--- src/rtl/pipe_ctrl_pkg.sv ---
// -----------------------------------------------------------------------------
// pipe_ctrl_pkg
// Shared definitions for the pipeline sequencer and the blocks around it.
//   RFW_DEFAULT : register-address width used by the RF, ID and hazard logic
//   REG_ZERO    : hard-wired zero register, never a hazard source
//   S_*         : run-control state encodings, wrapped by state_e
// -----------------------------------------------------------------------------
package pipe_ctrl_pkg;

   localparam int RFW_DEFAULT = 5;
   localparam int REG_ZERO    = 0;

   localparam logic [1:0] S_IDLE  = 2'd0;
   localparam logic [1:0] S_RUN   = 2'd1;
   localparam logic [1:0] S_DRAIN = 2'd2;
   localparam logic [1:0] S_DONE  = 2'd3;

   typedef enum logic [1:0] {
      ST_IDLE  = S_IDLE,
      ST_RUN   = S_RUN,
      ST_DRAIN = S_DRAIN,
      ST_DONE  = S_DONE
   } state_e;

endpackage : pipe_ctrl_pkg

--- src/rtl/hazard_scoreboard.sv ---
// -----------------------------------------------------------------------------
// hazard_scoreboard
// Destination-register shift register for the instructions between ID and WB.
// Entry 0 is the instruction now in EXE; each cycle entries move one stage
// towards WB and the oldest falls off. The ID sources are compared against
// every valid entry.
// Ports:
//   clk, reset        : core clock, synchronous active-high reset
//   clear             : drop every entry (run start)
//   push_v, push_rd   : entry loaded into slot 0 this cycle
//   rs1/rs2, *_used   : sources of the instruction in ID
//   hazard            : some read source matches a pending destination
//   empty             : no valid entries
// -----------------------------------------------------------------------------
module hazard_scoreboard
   import pipe_ctrl_pkg::*;
#(
   parameter int RFW       = RFW_DEFAULT,
   parameter int HAZ_DEPTH = 2
) (
   input  logic           clk,
   input  logic           reset,
   input  logic           clear,
   input  logic           push_v,
   input  logic [RFW-1:0] push_rd,
   input  logic [RFW-1:0] rs1,
   input  logic           rs1_used,
   input  logic [RFW-1:0] rs2,
   input  logic           rs2_used,
   output logic           hazard,
   output logic           empty
);

   logic [HAZ_DEPTH-1:0]          vld_pipe_q, vld_pipe_d;
   logic [HAZ_DEPTH-1:0][RFW-1:0] rd_pipe_q,  rd_pipe_d;
   logic [HAZ_DEPTH-1:0]          match;
   logic                          rs1_live, rs2_live;

   always_comb begin
      vld_pipe_d = '0;
      rd_pipe_d  = '0;
      if (!clear) begin
         vld_pipe_d[0] = push_v;
         rd_pipe_d[0]  = push_rd;
         for (int k = 1; k < HAZ_DEPTH; k++) begin
            vld_pipe_d[k] = vld_pipe_q[k-1];
            rd_pipe_d[k]  = rd_pipe_q[k-1];
         end
      end
   end

   always_ff @(posedge clk) begin
      if (reset) begin
         vld_pipe_q <= '0;
         rd_pipe_q  <= '0;
      end else begin
         vld_pipe_q <= vld_pipe_d;
         rd_pipe_q  <= rd_pipe_d;
      end
   end

   // Reads of the zero register never wait on anything.
   assign rs1_live = rs1_used & (rs1 != RFW'(REG_ZERO));
   assign rs2_live = rs2_used & (rs2 != RFW'(REG_ZERO));

   genvar g;
   generate
      for (g = 0; g < HAZ_DEPTH; g++) begin : g_cmp
         assign match[g] = vld_pipe_q[g] &
                           ((rs1_live & (rs1 == rd_pipe_q[g])) |
                            (rs2_live & (rs2 == rd_pipe_q[g])));
      end
   endgenerate

   assign hazard = |match;
   assign empty  = ~|vld_pipe_q;

endmodule : hazard_scoreboard

--- src/rtl/pipe_hazard_ctrl.sv ---
// -----------------------------------------------------------------------------
// pipe_hazard_ctrl
// Run control and hazard sequencing for the 5-stage core (no forwarding,
// write-through RF). Stalls ID on RAW hazards against EXE/MEM destinations,
// flushes on an EXE branch redirect, and drains the pipe after HALT.
// Ports:
//   clk, reset               : core clock, synchronous active-high reset
//   start                    : level, begins a run from IDLE or DONE
//   id_*                     : decoded fields of the instruction in ID
//   exe_redirect             : taken branch in EXE
//   pc_en, pc_clr            : PC advance / one-cycle clear at run start
//   if_id_en, if_id_flush    : IF_ID load / load-bubble
//   id_exe_bubble            : ID_EXE takes a bubble
//   busy, done               : RUN|DRAIN / DONE status
//   stall_cnt                : saturating hazard-stall count for this run
// pc_clr is high in the first RUN cycle together with pc_en; the PC register
// gives the clear priority.
// -----------------------------------------------------------------------------
module pipe_hazard_ctrl
   import pipe_ctrl_pkg::*;
#(
   parameter int RFW       = RFW_DEFAULT,
   parameter int HAZ_DEPTH = 2,
   parameter int CNTW      = 16
) (
   input  logic            clk,
   input  logic            reset,
   input  logic            start,
   input  logic [RFW-1:0]  id_rs1,
   input  logic [RFW-1:0]  id_rs2,
   input  logic            id_rs1_used,
   input  logic            id_rs2_used,
   input  logic [RFW-1:0]  id_rd,
   input  logic            id_wr_en,
   input  logic            id_valid,
   input  logic            id_halt,
   input  logic            exe_redirect,
   output logic            pc_en,
   output logic            pc_clr,
   output logic            if_id_en,
   output logic            if_id_flush,
   output logic            id_exe_bubble,
   output logic            busy,
   output logic            done,
   output logic [CNTW-1:0] stall_cnt
);

   localparam int DCW = $clog2(HAZ_DEPTH + 1);

   state_e           state_q, state_d;
   logic [DCW-1:0]   drain_cnt_q, drain_cnt_d;
   logic             pc_clr_q, pc_clr_d;
   logic [CNTW-1:0]  stall_cnt_q, stall_cnt_d;

   logic             sb_clear, sb_push_v, sb_hazard, sb_empty, hazard;

   hazard_scoreboard #(
      .RFW       (RFW),
      .HAZ_DEPTH (HAZ_DEPTH)
   ) u_sb (
      .clk      (clk),
      .reset    (reset),
      .clear    (sb_clear),
      .push_v   (sb_push_v),
      .push_rd  (id_rd),
      .rs1      (id_rs1),
      .rs1_used (id_rs1_used),
      .rs2      (id_rs2),
      .rs2_used (id_rs2_used),
      .hazard   (sb_hazard),
      .empty    (sb_empty)
   );

   assign hazard = id_valid & sb_hazard;

   always_comb begin
      state_d       = state_q;
      drain_cnt_d   = drain_cnt_q;
      pc_clr_d      = 1'b0;
      stall_cnt_d   = stall_cnt_q;
      sb_clear      = 1'b0;
      sb_push_v     = 1'b0;
      pc_en         = 1'b0;
      if_id_en      = 1'b0;
      if_id_flush   = 1'b0;
      id_exe_bubble = 1'b0;
      busy          = 1'b0;
      done          = 1'b0;

      case (state_q)
         ST_IDLE, ST_DONE: begin
            done = (state_q == ST_DONE);
            if (start) begin
               state_d     = ST_RUN;
               pc_clr_d    = 1'b1;
               stall_cnt_d = '0;
               sb_clear    = 1'b1;
            end
         end

         ST_RUN: begin
            busy = 1'b1;
            if (exe_redirect) begin
               // Squash ID: nothing enters the scoreboard, HALT is dropped.
               pc_en         = 1'b1;
               if_id_en      = 1'b1;
               if_id_flush   = 1'b1;
               id_exe_bubble = 1'b1;
            end else if (hazard) begin
               id_exe_bubble = 1'b1;
               if (!(&stall_cnt_q)) stall_cnt_d = stall_cnt_q + 1'b1;
            end else begin
               // ID issues into EXE.
               sb_push_v = id_valid & id_wr_en & (id_rd != RFW'(REG_ZERO));
               if (id_valid && id_halt) begin
                  if_id_flush = 1'b1;
                  state_d     = ST_DRAIN;
                  drain_cnt_d = DCW'(HAZ_DEPTH);
               end else begin
                  pc_en    = 1'b1;
                  if_id_en = 1'b1;
               end
            end
         end

         ST_DRAIN: begin
            busy          = 1'b1;
            if_id_flush   = 1'b1;
            id_exe_bubble = 1'b1;
            if (drain_cnt_q != '0) drain_cnt_d = drain_cnt_q - 1'b1;
            // Finish once the count has run out and nothing is still in flight.
            if ((drain_cnt_d == '0) && sb_empty) state_d = ST_DONE;
         end

         default: state_d = ST_IDLE;
      endcase
   end

   always_ff @(posedge clk) begin
      if (reset) begin
         state_q     <= ST_IDLE;
         drain_cnt_q <= '0;
         pc_clr_q    <= 1'b0;
         stall_cnt_q <= '0;
      end else begin
         state_q     <= state_d;
         drain_cnt_q <= drain_cnt_d;
         pc_clr_q    <= pc_clr_d;
         stall_cnt_q <= stall_cnt_d;
      end
   end

   assign pc_clr    = pc_clr_q;
   assign stall_cnt = stall_cnt_q;

endmodule : pipe_hazard_ctrl

--- config.mk ---
export PLATFORM = sky130hd
export DESIGN_NAME = pipe_hazard_ctrl
export DESIGN_NICKNAME = d
export VERILOG_FILES = /design/src/rtl/pipe_ctrl_pkg.sv /design/src/rtl/hazard_scoreboard.sv /design/src/rtl/pipe_hazard_ctrl.sv
export SDC_FILE = /design/constraint.sdc
export NUM_CORES = 1
export LEC_CHECK = 0
export CAP_MARGIN = 20
export CORE_MARGIN = 2
export CORE_UTILIZATION = 35
export DETAILED_ROUTE_END_ITERATION = 8
export HOLD_SLACK_MARGIN = 0.12
export PLACE_DENSITY_LB_ADDON = 0.08
export SETUP_SLACK_MARGIN = 0.2
export SYNTH_ARGS = -nofsm -noshare
export SYNTH_HDL_FRONTEND = slang
export SYNTH_SLANG_ARGS = --single-unit
--- constraint.sdc ---
create_clock -name clk -period 3.11 [get_ports clk]
set_input_delay 0.7775 -clock clk [delete_from_list [all_inputs] [get_ports clk]]
set_output_delay 0.7775 -clock clk [all_outputs]
set_load 0.005 [all_outputs]
==> ci_impl_report.md, run 1 <==
## Implementation flow summary

| Metric | Value |
|---|---|
| Status | finished, violations left |
| Failing checks | setup timing |
| OpenROAD warnings | 32 |
| Via density | 5.180 |
| TritonCTS Sinks | 33 |
| Clk latency late pin | 0.28 ns |
| Total CTS buffers | 5 |
| Commonest cells in the synthesized netlist | dfxtp_1 (33), xnor2_1 (20), nor2_1 (16) |
| Largest net degree at the start of global routing | 18 |
| Count leader, synth | dfxtp_1 |
| Die Area | 0.006311 mm^2 |
| Ports | 47 |
| Slowest CP cell | or4_4 |
| Crit path DRT | 2.33 ns |
| Floorplan net count | 262 |
| Post-Syn Area | between 0.0015 and 0.002 mm^2 |
| Initial DRC Count | 113 |
| Chip Width | 79.44 um |
| EDFF count, synth | 0 |
| Clk_skew | slightly above 0.006 ns |
| RSZ-0062 raised after global routing | true |
| Drt drc | 0 |
| H-tree levels | 2 |
| Synthesized registers | 33 |
| Routed via count | 1989 |
| Max Fclk | 302.1 MHz |
| CP Capture Type | output port |
| Hold path startpoint | stall_cnt[9] |
| PD cells | around 540 mW/mm^2 |
| Top cell area share | between 30% and 40% |
| Number of max-cap violations | 0 |
| Share of layout cells above drive strength 1 | a little over a fifth |
| Reg2reg start | state_q[1] |
| Max IR drop VDD | between 200 and 250 uV |
| Endpoints failing hold | 0 |
| WHS Path Cells | 2 |
| Final Worst Setup Slack | -0.2003 ns |
| Most frequent CP cell | o21a_1 |
| Synth warn | 0 |
| CTS clk-pin slew, worst paths | 0.07 ns |
| Post-DP HPWL | between 4000 and 5000 um |
| Gr usage total | 17.78% |
| CTS tree | done |
| Worst slew pin tran | 0.5209 ns |
| Routed Antenna Nets | 0 |
| Critical path arrival | approximately 2.5 ns |
| First-pass detailed-route iteration total | 4 |
| Routed WL | ~5400 um |
| Critical-path cell list | buf_6 -> or4_4 -> o21a_1 -> buf_4 -> and2_4 -> a22o_4 -> o21a_1 -> o21a_1 -> buf_2 |
| Synth Area per Inst | 8.549 um^2 |
| N_diodes | 0 |
| Cell taking the most area after synthesis | dfxtp_1 |
| Synth area leaders | dfxtp_1 (33%), xnor2_1 (8.8%), and2_1 (4.1%) |
| Yosys Instances | 233 |
| Global-route wire length before repair | around 8900 um |
| Yosys stat area | 0.001992 mm^2 |
| Initial antenna violation count | 0 |
| Setup-failing EPs final | 4 |
| Synth-to-layout area growth | 43.59% |
| Critical R2R Capture | stall_cnt[3] |
| Clock Tree Root | clkbuf_8 |
| Post-synth ARST share | 0% |
| Place WS | -0.7568 ns |
| Final min period | 3.310 ns |
| Area after DPL | around 0.0027 mm^2 |
| CP Class | input port to output port |
| Vias in the first global route | 1794 |
| GR Overflow Total | 0 |
| Synth Seq Share | 33.17% |
| Ys flop type | dfxtp_1 |
| R2R depth | 9 |
| Cycle use final | 106.4% |
| FP Util | 36.17% |
| Static leakage | 0.001075 uW |
| Startpoint types | input port |
| Crit-path max cell delay | roughly 0.52 ns |
| Clock Path Buffers | 2 |
| CP max FO | 2 |
| Die span in y | just under 80 um |
| Max Slew Vio Count | 0 |
| FF-to-FF setup slack | around 0.72 ns |
| Nets | roughly 340 |
| Unique cell types | approximately 49 |
| Rel. slew slack | 65.00% |
| RD Place Congestion | roughly 0.83 |
| HP Class | flip-flop to flip-flop |
| Final setup TNS | -0.5016 ns |
| IO buf count | 46 |
| Mapped Cells | 233 |
| Hold EP | stall_cnt[9] |
## run 1: placed cells by master, fill, tap and decap left out, types with 3 or more instances in the layout
master	n
a211oi_1	3
a21oi_1	10
and2_1	12
and3_1	3
buf_2	8
buf_4	32
buf_6	4
clkbuf_8	6
clkdlybuf4s50_1	32
dfxtp_1	33
ha_1	5
inv_1	8
nand2_1	13
nand2b_1	8
nand3_1	12
nand4_1	6
nand4b_1	5
nor2_1	15
nor2b_1	4
nor3_1	4
o21a_1	5
o21ai_0	3
o21ai_1	3
o221ai_1	6
o22ai_1	3
or3_1	8
or4_1	4
xnor2_1	20
## run 1: through the flow
| stage | instances | hold WS (ns) | total power, uW |
|---|---|---|---|
| floorplan | 233 | 0.4689 | 912.3 |
| global placement | 368 | 0.4851 | 1157 |
| detailed placement | 368 | 0.4959 | 1163 |
| CTS | 381 | 0.5059 | 1561 |
| global route | 384 | 0.5420 | 1666 |
| finish | 384 | 0.5036 | 1555 |
## run 1: critical path: cells and delay by family
family / cells / cell delay, ns
simple gates: 2 / 0.65
compound gates: 4 / 0.77
buf+inv: 3 / 0.34
## run 1: flip-flops by register name (all words and copies together), names as in the netlist
signal,flops
u_sb.rd_pipe_q,10
stall_cnt,16
state_q,2
u_sb.vld_pipe_q,2
drain_cnt_q,2
pc_clr,1
## run 1: area by class of cell
type / instances / area, um^2
fillers: 525 / 2646
multi-input cells: 183 / 1285
repair buffers: 80 / 678.2
flip-flops and latches: 33 / 660.6
well taps: 72 / 90.09
clock buffers: 7 / 86.33
clock inverters: 1 / 30.03
inverters: 8 / 30.03
## run 1: power breakdown
group / internal, uW / leakage (uW) / total, uW / switching, uW
Clock: 261 / 0.0000585 / 413 / 152
Combinational: 292 / 0.000748 / 650 / 358
Sequential: 460 / 0.000268 / 491 / 30.7
## run 1: kinds of logic (layout without fill, tap and decap cells)
logic type,Yosys count,after routing,share of synthesized area (%)
muxes,2,2,1.005
AOI/OAI and AO/OA,53,53,20.79
and+or+nand+nor,103,103,29.27
DFF,33,33,33.17
xor gates and xnor gates,20,20,8.794
buffers and inverters,17,96,3.831
adders and majority gates,5,5,3.141
## run 1: routing by layer
metal / track usage, % / routed length [um] / share of wire (%) / vias up
li1: - / - / - / 1012
met1: 26.75 / 2824 / 52 / 922
met2: 25.13 / 2268 / 42 / 51
met3: 3.733 / 268 / 4.9 / 4
met4: 5.345 / 57 / 1.1 / 0
met5: 0 / 0 / 0 / -
## run 1: worst max-delay path by stage
stage,end,from,slack [ns],cells past startpoint
floorplan,id_exe_bubble,id_rs1[0],0.1,6
global placement,pc_en,id_rs1[0],-0.74,8
detailed placement,if_id_en,id_rs1[0],-0.76,8
CTS,id_exe_bubble,id_rs1[4],-0.23,9
global route,id_exe_bubble,id_rs1[4],-0.25,9
finish,id_exe_bubble,id_rs1[4],-0.20,9
## run 1: what timing repair did
action                     in CTS  in global routing
hold buffers                    0                  0
gates resized                  51                  2
setup endpoints to repair       4                  4
pin swaps                      11                  7
setup buffers                   5                  3
Fig. 1: run 1, placement by cell class
The bar under the picture is 20 um long.
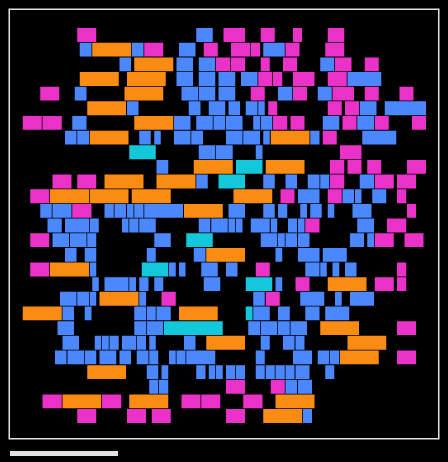
orange -> flip-flops  # cells 33
magenta -> other buffers and delay cells  # cells 80
cyan -> clock drivers and dummy loads  # cells 8
blue -> all other logic  # cells 191
core area: 0.005507 mm^2
final core occ: 51.94%
final instance area: 0.002860 mm^2
register share of the cell area: 23.10%
# rows: 27

Fig. 2: run 1, register map, names as in the netlist
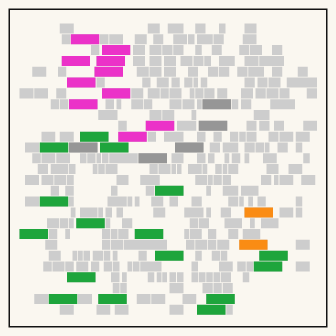
magenta -> u_sb.rd_pipe_q  # sequential cells 10
green -> stall_cnt  # sequential cells 16
orange -> state_q  # sequential cells 2
P_seq: 491 uW
sequential cell area: 660.6 um^2

Fig. 3: run 1, routing congestion
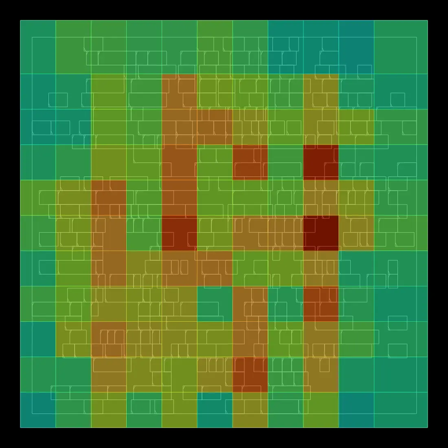
layer with the highest usage: met1
grt met3 use: 3.733%
routed len/inst: 14.11 um

==> run 1 -> run 2 <==
--- a/config.mk
+++ b/config.mk
@@ -10,7 +10,7 @@
 export CORE_UTILIZATION = 35
 export DETAILED_ROUTE_END_ITERATION = 8
 export HOLD_SLACK_MARGIN = 0.12
-export PLACE_DENSITY_LB_ADDON = 0.08
+export PLACE_DENSITY = 0.65
 export SETUP_SLACK_MARGIN = 0.2
 export SYNTH_ARGS = -nofsm -noshare
 export SYNTH_HDL_FRONTEND = slang
Fig. 4: run 2, PDN straps and rails
Pins as bars on the die edge. Tap cells in gray.
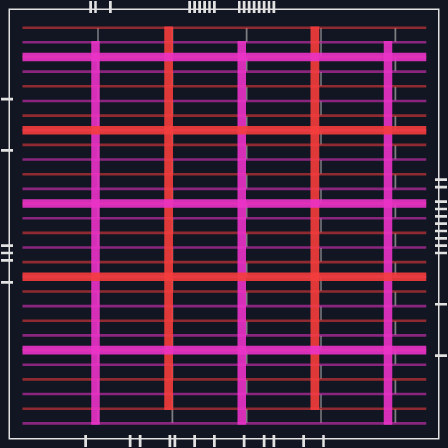
red -> VDD
magenta -> VSS
met1 rails = 28
tap cells = 72
met5 straps = 5
met4 straps = 5
signal pins = 47
Chip Width: 79.44 um
die span in y: 79.44 um
Max IR drop VDD: 270.2 uV

Fig. 5: run 2, register map, names as in the netlist
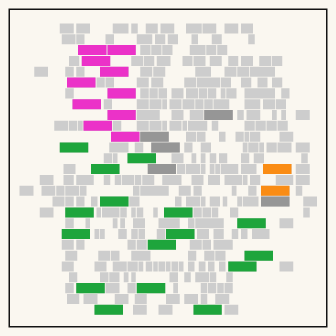
green -> stall_cnt  # sequential cells 16
magenta -> u_sb.rd_pipe_q  # sequential cells 10
orange -> state_q  # sequential cells 2
final core occ: 50.92%
P_seq: 493 uW
register share of the cell area: 23.56%

==> run 2 against run 1 <==
Effect of this change:
- the flow still finishes with violations (setup timing)
- routed wire length shrank 2.6%
- combinational power shrank 4.2%
- via count shrank 1.2%
- critical endpoint unchanged
- critical path depth shrank 1
- synthesized cell count is the same
- sequential power is essentially flat
- total power shrank 7.0%
- register-to-register slack lost 0.17 ns
- fmax grew 1.9%
==> ci_impl_report.md, run 2 <==
## Implementation flow summary

| Metric | Value |
|---|---|
| Status | finished, violations left |
| Failing checks | setup timing |
| Mapped Cells | 233 (unchanged) |
| Initial antenna violation count | 0 (unchanged) |
| Share of layout cells above drive strength 1 | 19.14% (-2.0 points) |
| RD Place Congestion | 0.8077 (-2.8%) |
| Commonest cells in the synthesized netlist | dfxtp_1 (33), xnor2_1 (20), nor2_1 (16) |
| Routed len/inst | 14.07 um (-0.30%) |
| Gr usage total | 16.61% (-1.2 points) |
| Ports | 47 (unchanged) |
| CTS clk-pin slew, worst paths | 0.07 ns (about the same) |
| Total CTS buffers | 5 (unchanged) |
| CP Class | input port to output port |
| Static leakage | 0.001022 uW (-4.9%) |
| CP max FO | 3 (+1) |
| Max FFs per register | 16 (unchanged) |
| Top cell area share | 33.17% (unchanged) |
| Startpoint types | input port |
| Int Power | 894.3 uW (-12%) |
| HP Class | flip-flop to flip-flop |
| Cts hold-fix bufs | 0 (unchanged) |
| Max Slew Vio Count | 0 (unchanged) |
| Endpoints failing hold | 0 (unchanged) |
| Synth-to-layout area growth | 40.77% |
| Synth Seq Share | 33.17% (unchanged) |
| Final cell count without fillers | 375 (-2.3%) |
| Vias in the first global route | 1813 (+1.1%) |
| Worst slew pin tran | 0.6132 ns (+0.09225 ns) |
| Combinational share of power | 43.1% (+1.3 points) |
| CP Capture Type | output port |
| Max Fclk | 307.9 MHz (+1.9%) |
| Comb area | 0.001291 mm^2 (+0.49%) |
| Routed Antenna Nets | 0 (unchanged) |
| Initial DRC Count | 109 (-3.5%) |
| Global-route wire length before repair | 8266 um (-6.8%) |
| H-tree levels | 2 (unchanged) |
| P_sw | 552.0 uW (+2.0%) |
| Worst hold margin | 0.5033 ns (-0.0003440 ns) |
| Final Worst Setup Slack | -0.1377 ns (+0.06253 ns) |
| Die Area | 0.006311 mm^2 (unchanged) |
| CTS tree | done |
| Nets | 331 (-2.6%) |
| Floorplan net count | 262 (unchanged) |
| Clock Tree Root | clkbuf_8 |
| Final min period | 3.248 ns (-0.06253 ns) |
| Synth Area per Inst | 8.549 um^2 (unchanged) |
| Count leader, synth | dfxtp_1 |
| Clk_skew | 0.005791 ns (-0.0003021 ns) |
| Tot Pwr | 1446 uW (-7.0%) |
| Area after DPL | 0.002673 mm^2 (-1.2%) |
| First-pass detailed-route iteration total | 4 (unchanged) |
| EDFF count, synth | 0 (unchanged) |
| Sequential cell area | 660.6 um^2 (unchanged) |
| Drt drc | 0 (unchanged) |
| Clk latency late pin | 0.29 ns (about the same) |
| Clock power share | 22.8% (-3.8 points) |
| Post-Syn Area | 0.001992 mm^2 (unchanged) |
| # rows | 27 (unchanged) |
| Unique cell types | 49 (unchanged) |
| Core area | 0.005507 mm^2 (unchanged) |
| Cell taking the most area after synthesis | dfxtp_1 |
| TritonCTS Sinks | 33 (unchanged) |
| Placed insts | 362 (-1.6%) |
| Switching Share | 38.17% (+3.4 points) |
| Setup-failing EPs final | 1 (-3) |
| Most common logic cells in the final layout | dfxtp_1 (33), clkdlybuf4s50_1 (32), buf_4 (22) |
| Synth warn | 0 (unchanged) |
| Post-DP HPWL | 4012 um (about the same) |
| Yosys stat area | 0.001992 mm^2 (unchanged) |
| Routed WL | 5275 um (-2.6%) |
| PD cells | 515.8 mW/mm^2 (-5.1%) |
| Dominant logic cell type in the layout | dfxtp_1 |
| IO buf count | 46 (unchanged) |
| N_diodes | 0 (unchanged) |
| Via density | 5.243 (+1.2%) |
| Critical path arrival | 2.47 ns (-0.06 ns) |
| Yosys Instances | 233 (unchanged) |
| Cycle use final | 104.4% (-2.0 points) |
| Reg power frac | 34.1% (+2.5 points) |
| Rel. slew slack | 58.99% (-6.0 points) |
| # fillers | 520 (-0.95%) |
| Post-synth ARST share | 0% (unchanged) |
| Clock Path Buffers | 2 (unchanged) |
| Routed via count | 1966 (-1.2%) |
| GR Overflow Total | 0 (unchanged) |
| FP Util | 36.17% (unchanged) |
| Synthesized registers | 33 (unchanged) |
| Largest net degree at the start of global routing | 17 (-1) |
| Number of max-cap violations | 0 (unchanged) |
| Crit path DRT | 2.33 ns (about the same) |
| RSZ-0062 raised after global routing | true |
| OpenROAD warnings | 32 (unchanged) |
Fig. 6: run 2, placement by cell class
The bar under the picture is 20 um long.
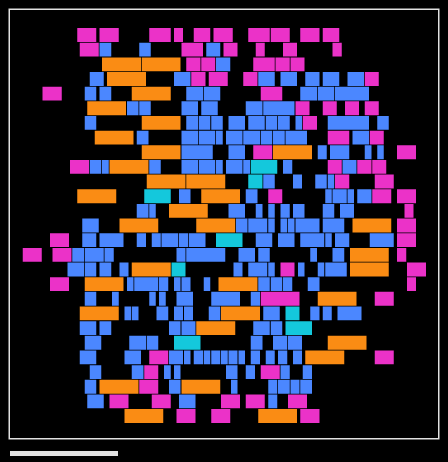
magenta -> other buffers and delay cells  # cells 71
blue -> all other logic  # cells 191
cyan -> clock drivers and dummy loads  # cells 8
orange -> flip-flops  # cells 33
final instance area: 0.002804 mm^2

run 2: power by group through the flow:
stage	sequential (uW)	combinational (uW)	clock, uW
2_1_floorplan	494	418	0
3_3_place_gp	501	625	0
3_5_place_dp	503	635	0
4_1_cts	493	614	338
5_1_grt	499	683	363
6_report	493	623	330
run 2: final cells by class:
type | count | share of cell area [%]
clock inverter | 3 | 0.8032
timing repair buffer | 71 | 22.85
clock buffer | 5 | 2.454
sequential | 33 | 23.56
inverter | 8 | 1.071
tap | 72 | 3.213
multi-input combinational | 183 | 46.05
run 2: timing repair:
item,CTS,global route
pin swaps,10,7
endpoints found under the setup margin,4,4
cloned,0,0
resized,48,7
setup buffers,2,3
run 2: cells by family after synthesis:
logic type,after synthesis,share of synthesized area (%)
and+or+nand+nor,103,29.27
AOI/OAI and AO/OA,53,20.79
DFF,33,33.17
xor gates and xnor gates,20,8.794
buffers and inverters,17,3.831
adders and majority gates,5,3.141
muxes,2,1.005
run 2: critical path, stage by stage:
cell and delay [ns]:
buf_6 0.09, or4_1 0.50, o21a_1 0.22, and2_4 0.15
a22o_4 0.25, o21a_1 0.18, o21a_1 0.17, buf_2 0.12
run 2: stage by stage:
step	utilization (%)	setup WS [ns]	TNS [ns]
after floorplan	-	0.09779	0
after global placement	48.53	-0.7801	-2.714
after detailed placement	48.53	-0.7736	-2.783
after CTS	49.85	-0.1396	-0.2026
after global routing	50.92	-0.1752	-0.2346
final	50.92	-0.1377	-0.1377
run 2: worst paths after layout:
| kind | start | slack [ns] | cells past startpoint | end |
|---|---|---|---|---|
| worst min register to register | stall_cnt[9] | 0.50 | 2 | stall_cnt[9] |
| worst max register to register | state_q[1] | 0.55 | 9 | stall_cnt[13] |
| worst max-delay path | id_rs1[4] | -0.14 | 8 | id_exe_bubble |
| worst min-delay path | stall_cnt[9] | 0.50 | 2 | stall_cnt[9] |
run 2: metal layers:
layer	vias to the layer above	track usage, %	wire length, um
li1	1000	-	-
met1	918	23.18	2620
met2	35	24.37	2350
met3	13	3.846	189
met4	0	7.069	114
met5	-	0	0
Power figures rest on the tool's default switching activity, not on a simulated workload.
